[src/rtl/cnn_pkg.sv]
// Shared types and helpers for the CNN datapath.
// State encoding plus rounding/saturation helpers.
package cnn_pkg;

   typedef enum logic [1:0] {
      S_IDLE,
      S_RUN,
      S_DRAIN,
      S_DONE
   } state_t;

   function automatic int clog2c(input int v);
      int r;
      r = 0;
      while ((1 << r) < v) r++;
      return r;
   endfunction

   function automatic logic signed [63:0] round_shift(
      input logic signed [63:0] v,
      input logic [4:0]         sh
   );
      logic signed [63:0] t;
      if (sh == 5'd0) return v;
      t = v + (64'sd1 <<< (sh - 5'd1));
      return t >>> sh;
   endfunction

   function automatic logic signed [63:0] sat_dw(
      input logic signed [63:0] v,
      input int                 dw
   );
      logic signed [63:0] mx;
      logic signed [63:0] mn;
      mx = (64'sd1 <<< (dw - 1)) - 64'sd1;
      mn = -(64'sd1 <<< (dw - 1));
      if (v > mx) return mx;
      if (v < mn) return mn;
      return v;
   endfunction

endpackage

[src/rtl/mac_lane_tree.sv]
// Lane multipliers and adder tree, two register stages.
// A side-band tag travels alongside the data.
module mac_lane_tree
   import cnn_pkg::*;
#(
   parameter int LANES = 4,
   parameter int DW    = 16,
   parameter int TW    = 4,
   localparam int PW   = 2 * DW,
   localparam int SW   = PW + clog2c(LANES)
) (
   input  logic                 clk,
   input  logic                 rst_n,
   input  logic                 i_en,
   input  logic [TW-1:0]        i_tag,
   input  logic [LANES*DW-1:0]  i_ifm,
   input  logic [LANES*DW-1:0]  i_w,
   output logic signed [SW-1:0] o_sum,
   output logic [TW-1:0]        o_tag
);

   logic signed [PW-1:0] r_prod [LANES];
   logic [TW-1:0]        r_tag1;
   logic [TW-1:0]        r_tag2;
   logic signed [SW-1:0] r_sum;
   logic signed [SW-1:0] w_sum;

   // S1: one signed product per lane
   always_ff @(posedge clk or negedge rst_n) begin
      if (!rst_n) begin
         for (int i = 0; i < LANES; i++) r_prod[i] <= '0;
         r_tag1 <= '0;
      end else if (i_en) begin
         for (int i = 0; i < LANES; i++)
            r_prod[i] <= PW'(signed'(i_ifm[(LANES-1-i)*DW +: DW]))
                       * PW'(signed'(i_w[(LANES-1-i)*DW +: DW]));
         r_tag1 <= i_tag;
      end
   end

   // adder tree over the lane products
   always_comb begin
      w_sum = '0;
      for (int i = 0; i < LANES; i++) w_sum = w_sum + SW'(r_prod[i]);
   end

   // S2: registered beat sum
   always_ff @(posedge clk or negedge rst_n) begin
      if (!rst_n) begin
         r_sum  <= '0;
         r_tag2 <= '0;
      end else if (i_en) begin
         r_sum  <= w_sum;
         r_tag2 <= r_tag1;
      end
   end

   assign o_sum = r_sum;
   assign o_tag = r_tag2;

endmodule

[src/rtl/mac_acc_engine.sv]
// Dot-product MAC with round/shift/ReLU/saturate and packing.
// Job control FSM plus valid/ready on input and output.
module mac_acc_engine
   import cnn_pkg::*;
#(
   parameter int LANES = 4,
   parameter int DW    = 16,
   parameter int PACK  = 4,
   parameter int LEN_W = 10,
   parameter int AW    = 44
) (
   input  logic                clk,
   input  logic                rst_n,
   input  logic                start,
   input  logic [LEN_W-1:0]    cfg_len,
   input  logic [LEN_W-1:0]    cfg_neurons,
   input  logic [4:0]          cfg_shift,
   input  logic                cfg_relu,
   output logic                busy,
   output logic                done,
   output logic                err,
   input  logic                in_valid,
   output logic                in_ready,
   input  logic [LANES*DW-1:0] in_ifm,
   input  logic [LANES*DW-1:0] in_w,
   output logic                out_valid,
   input  logic                out_ready,
   output logic [PACK*DW-1:0]  out_data,
   output logic                out_last
);

   localparam int SW = 2 * DW + clog2c(LANES);
   localparam int TW = 4;
   localparam int IW = (PACK > 1) ? clog2c(PACK) : 1;

   state_t r_state, w_state_nxt;

   logic [LEN_W-1:0]     r_len, r_neurons, r_beat, r_neur;
   logic [4:0]           r_shift;
   logic                 r_relu, r_err;
   logic                 w_stall, w_acc_in;
   logic                 w_first, w_last, w_fin;
   logic [TW-1:0]        w_tag2;
   logic signed [SW-1:0] w_sum;
   logic signed [AW-1:0] r_acc, w_acc_nxt;
   logic signed [63:0]   w_rs;
   logic signed [DW-1:0] w_res;
   logic signed [DW-1:0] r_pack [PACK];
   logic [IW-1:0]        r_idx;
   logic                 w_wr, r_flush, r_flush_last;
   logic                 r_out_valid, r_out_last;
   logic [PACK*DW-1:0]   r_out_data, w_pack_flat;

   assign w_stall  = r_out_valid && !out_ready;
   assign w_acc_in = in_valid && (r_state == S_RUN) && !w_stall;
   assign w_first  = (r_beat == '0);
   assign w_last   = (r_beat == r_len - LEN_W'(1));
   assign w_fin    = w_last && (r_neur == r_neurons - LEN_W'(1));

   // job state register
   always_ff @(posedge clk or negedge rst_n) begin
      if (!rst_n) r_state <= S_IDLE;
      else        r_state <= w_state_nxt;
   end

   // next state and handshake outputs
   always_comb begin
      w_state_nxt = r_state;
      in_ready    = 1'b0;
      unique case (r_state)
         S_IDLE:
            if (start && cfg_len != '0)
               w_state_nxt = (cfg_neurons == '0) ? S_DONE : S_RUN;
         S_RUN: begin
            in_ready = !w_stall;
            if (w_acc_in && w_fin) w_state_nxt = S_DRAIN;
         end
         S_DRAIN:
            if (r_out_valid && r_out_last && out_ready)
               w_state_nxt = S_DONE;
         S_DONE:  w_state_nxt = S_IDLE;
         default: w_state_nxt = S_IDLE;
      endcase
   end

   // config latch, beat/neuron counters, start rejection pulse
   always_ff @(posedge clk or negedge rst_n) begin
      if (!rst_n) begin
         r_len     <= '0;
         r_neurons <= '0;
         r_shift   <= '0;
         r_relu    <= 1'b0;
         r_beat    <= '0;
         r_neur    <= '0;
         r_err     <= 1'b0;
      end else begin
         r_err <= (r_state == S_IDLE) && start && (cfg_len == '0);
         if (r_state == S_IDLE && start) begin
            r_len     <= cfg_len;
            r_neurons <= cfg_neurons;
            r_shift   <= cfg_shift;
            r_relu    <= cfg_relu;
            r_beat    <= '0;
            r_neur    <= '0;
         end else if (w_acc_in) begin
            if (w_last) begin
               r_beat <= '0;
               r_neur <= r_neur + LEN_W'(1);
            end else begin
               r_beat <= r_beat + LEN_W'(1);
            end
         end
      end
   end

   mac_lane_tree #(
      .LANES (LANES),
      .DW    (DW),
      .TW    (TW)
   ) u_tree (
      .clk   (clk),
      .rst_n (rst_n),
      .i_en  (!w_stall),
      .i_tag ({w_acc_in, w_first, w_last, w_fin}),
      .i_ifm (in_ifm),
      .i_w   (in_w),
      .o_sum (w_sum),
      .o_tag (w_tag2)
   );

   // S3 accumulate and post-process the finished neuron
   always_comb begin
      w_acc_nxt = w_tag2[2] ? AW'(w_sum) : r_acc + AW'(w_sum);
      w_rs      = sat_dw(round_shift(64'(w_acc_nxt), r_shift), DW);
      w_res     = (r_relu && w_rs < 0) ? '0 : DW'(w_rs);
      w_wr      = !w_stall && w_tag2[3] && w_tag2[1];
   end

   // accumulator register
   always_ff @(posedge clk or negedge rst_n) begin
      if (!rst_n)                      r_acc <= '0;
      else if (!w_stall && w_tag2[3])  r_acc <= w_acc_nxt;
   end

   // pack slots, slot index and word-complete flag
   always_ff @(posedge clk or negedge rst_n) begin
      if (!rst_n) begin
         for (int p = 0; p < PACK; p++) r_pack[p] <= '0;
         r_idx        <= '0;
         r_flush      <= 1'b0;
         r_flush_last <= 1'b0;
      end else if (!w_stall) begin
         for (int p = 0; p < PACK; p++) begin
            if (w_wr && r_idx == IW'(p)) r_pack[p] <= w_res;
            else if (r_flush)            r_pack[p] <= '0;
         end
         if (w_wr)
            r_idx <= (r_idx == IW'(PACK-1) || w_tag2[0]) ? '0 : r_idx + IW'(1);
         r_flush      <= w_wr && (r_idx == IW'(PACK-1) || w_tag2[0]);
         r_flush_last <= w_wr && w_tag2[0];
      end
   end

   // flatten pack, slot 0 in the MSBs
   always_comb begin
      w_pack_flat = '0;
      for (int p = 0; p < PACK; p++)
         w_pack_flat[(PACK-1-p)*DW +: DW] = r_pack[p];
   end

   // output word register, held while stalled
   always_ff @(posedge clk or negedge rst_n) begin
      if (!rst_n) begin
         r_out_valid <= 1'b0;
         r_out_last  <= 1'b0;
         r_out_data  <= '0;
      end else if (!w_stall) begin
         r_out_valid <= r_flush;
         r_out_last  <= r_flush && r_flush_last;
         if (r_flush) r_out_data <= w_pack_flat;
      end
   end

   assign busy      = (r_state != S_IDLE);
   assign done      = (r_state == S_DONE);
   assign err       = r_err;
   assign out_valid = r_out_valid;
   assign out_last  = r_out_last;
   assign out_data  = r_out_data;

endmodule

[config.mk]
export PLATFORM = sky130hd
export DESIGN_NAME = mac_acc_engine
export DESIGN_NICKNAME = d
export VERILOG_FILES = /design/src/rtl/cnn_pkg.sv /design/src/rtl/mac_lane_tree.sv /design/src/rtl/mac_acc_engine.sv
export SDC_FILE = /design/constraint.sdc
export NUM_CORES = 2
export LEC_CHECK = 0
export CORE_AREA = 2 2 357 359
export CTS_CLUSTER_DIAMETER = 120
export DETAILED_ROUTE_END_ITERATION = 8
export DIE_AREA = 0 0 359 361
export GPL_TIMING_DRIVEN = 0
export PLACE_DENSITY = 0.72
export SLEW_MARGIN = 15
export SYNTH_ARGS = -nofsm -noshare
export SYNTH_HDL_FRONTEND = slang
export SYNTH_HIERARCHICAL = 1
export SYNTH_SLANG_ARGS = --single-unit
[constraint.sdc]
create_clock -name clk -period 11.59 [get_ports clk]
set_input_delay 2.318 -clock clk [delete_from_list [all_inputs] [get_ports clk]]
set_output_delay 2.318 -clock clk [all_outputs]
set_load 0.03 [all_outputs]
### PDN straps and rails

Drawn at 1 px/um. Pins as bars on the die edge.
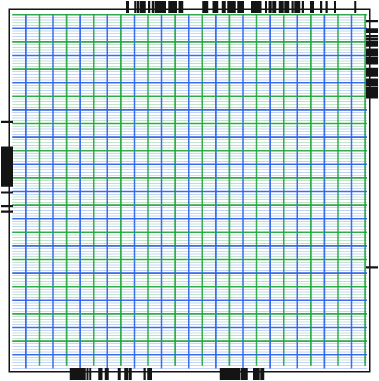
Key: VDD = green; VSS = blue
26 straps on met4. 229 signal pins sit on the boundary. The core has 130 rows. 131 met1 rails follow the rows. 26 straps on met5.

### Wire density map

Drawn at 1 px/um. The die is cut into 36 by 36 equal tiles; dark purple is low, yellow is high, scaled to the fullest tile. Values are wire area over tile area, all layers added.
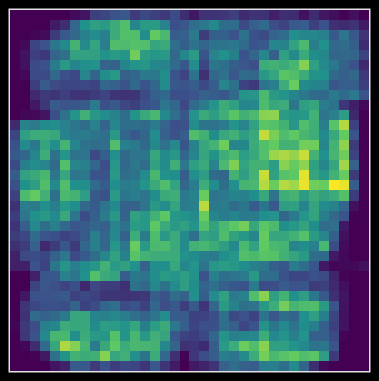
7.3% of the tiles are nearly empty. The fullest tile reaches 0.69. 31% of the tiles are over half the peak. The emptiest ninth of the die: north-west. The mean over all tiles is 0.27.

==> results.txt <==
Outcome -> completed
Avg WL per Cell -> 22.2 um
CTS sink count -> 397
Comb area share -> 70.7%
Root Buffer -> clkbuf_16
Worst Hold Endpoint -> r_acc[14]
Vias per cell -> 5.94
Clk cell area share -> 2.04%
Starting DRT DRC Count -> 4,897
Biggest register -> u_tree/r_prod
Worst R2R Start -> r_shift[4]
# resized after CTS -> 2
RSZ-0062 raised after global routing -> no
Pre-antenna DRT Iters -> 6
Worst Reg-to-Reg Cells -> 30
Number of synthesized register bits -> 397
# fillers -> 11,005
Max reg flops -> 128
Synth warn -> 6
Predominant post-synthesis flop cell -> dfrtp_1
Top layer in use -> met5
Setup Viol. Count Final -> 0
N_diodes -> 2
Critical path's top delay family -> simple AND/OR/NAND/NOR gates
Routed wire length -> 212,000 um
Simple share -> 16.6%
Tcrit/Tclk final -> 93.2%
Synthesized cell area -> 68,700 um^2
Invs w/o clock -> 1,225
Slowest stage cell, crit path -> clkbuf_1
R2R Path End -> r_pack[40]
Synth Area in XOR/XNOR -> 3.19%
Slack of the critical path -> 0.785 ns
H-tree depth -> 2
Post-CTS Hold Fix Bufs -> 0
Endpoint class of the critical path -> flop
Met2 WL -> 99,300 um
CTS tree -> yes
Most common logic cells in the final layout -> 1,221 x inv_1, 1,115 x fa_1, 960 x nand2_1, 524 x and2_1, 451 x ha_1
Flop area -> 9930 um^2
Relative slew slack -> 7.57%
Fmax -> 0.0926 GHz
Critical path launch point -> r_shift[4]
Post-route setup TNS -> 0 ns
DP Worst Slack -> -0.191 ns
Reg2Reg Setup Slack -> 0.79 ns
Clk_skew -> 0.0535 ns
Routed Antenna Nets -> 0
Number of flops mapped to enable cells by yosys -> 0
Gp weighted congestion -> 1.00
Placed Area -> 73,100 um^2
Yosys stat cell total -> 7,549
FP Core Util -> 54.8%
CP peak stage delay -> 0.64 ns
Ys async rst share -> 100%
Largest cell class -> multi-input combinational cells
Via Count -> 56,562
Fin. Hold Viols -> 0
Critical path class -> flop to flop
Cell area leaders -> fa_1 33%, dfrtp_1 14%, ha_1 8.2%
Gr busiest metal -> met2
Worst-margin pin slew -> 1.37 ns
Die H -> 361 um
Initial antenna violation count -> 4
Grt total ovfl -> 0
Top-area cell share -> 32.5%
Share of layout cells above drive strength 1 -> 5.84%
Cell Count, Final, Fillers Out -> 9,515
IO Port Bufs -> 228
Post-synthesis cell count -> 7,549
Final hold slack -> 0.482 ns
Avg Cell Area, Syn -> 9.10 um^2
Multi-input gates -> 5,593
Worst path depth -> 30
Log Warnings -> 34
M3 GR Usage -> 4.80%
Most frequent logic cell in the layout -> inv_1
DPL Wire Length -> 176,000 um
Required time of the critical path -> 12.10 ns
Post-synth top area cell -> fa_1
Crit path time final -> 10.80 ns
Buffering overhead -> 5.04%
Met1 Routed Length -> 87,400 um
Post-CTS Setup Inserts -> 0
TritonCTS Buffers -> 45
Fraction of the mapped netlist area in adder cells -> 40.7%
DR DRC count -> 0
Detail Route met3 WL -> 16,600 um
Number of global-route vias before repair -> 58,409
Top cells by count -> 1,221 x inv_1, 1,115 x fa_1, 960 x nand2_1
Worst path bufs/invs -> 8
Fin util -> 59.6%
Cell Type Count -> 125
Synth Seq Share -> 14.5%
Chip width -> 359 um
Clock Tree Buf Depth -> 3
Aoi share -> 11.8%
Largest net degree at the start of global routing -> 99
Layout clock buffers -> 59
All-Layer GR Usage -> 33.0%
Non-clock buffer count -> 566
Die Area -> 130,000 um^2
Inst Count DP -> 9,432
Critical Path Start Type -> flop
Clk slew on worst S/H paths -> 0.06 ns
Design Area, Final -> 74,700 um^2
Yosys stat chip area -> 68,700 um^2
First-pass GRT wire length -> 334,000 um
Post-layout nets -> 9,553
HP Start -> r_acc[14]
Worst hold path class -> flop to flop
I/O pin total -> 229
Clk ins delay skew pair -> 0.62 ns
### Cell placement

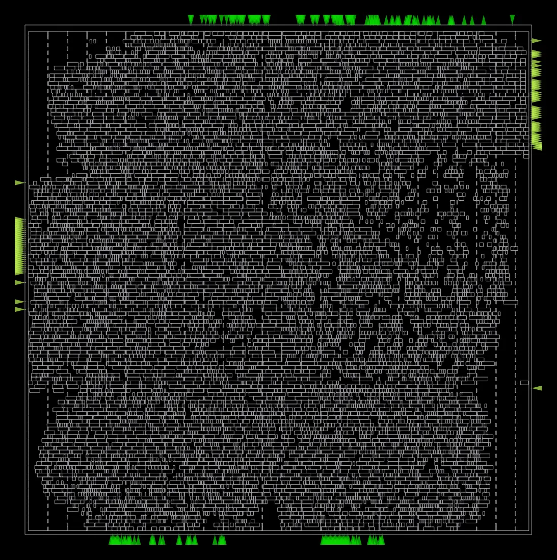
std cell rows: 130
sequential share of cell area: 13.3%
core area: 125,000 um^2
FF+latch count: 397
Tap Count: 1,650

### Layout detail

Window x 154 to 204, y 228 to 278 um. Cells in gray, sequential cells in the stronger gray; small squares are vias.
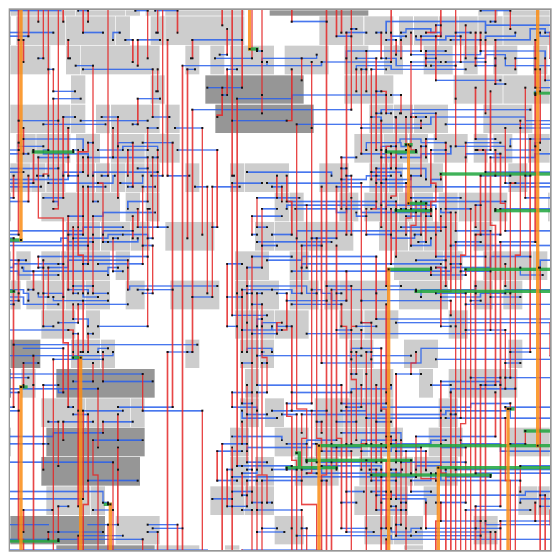
Key: met2 = red; met1 = blue; met3 = green; met4 = orange
Sequential cells in the window: 6. 180 logic cells have their middle in the window. Netlist names of flops here include u_tree/r_prod (4). Most frequent: inv_1 (22), ha_1 (19), a21oi_1 (18).

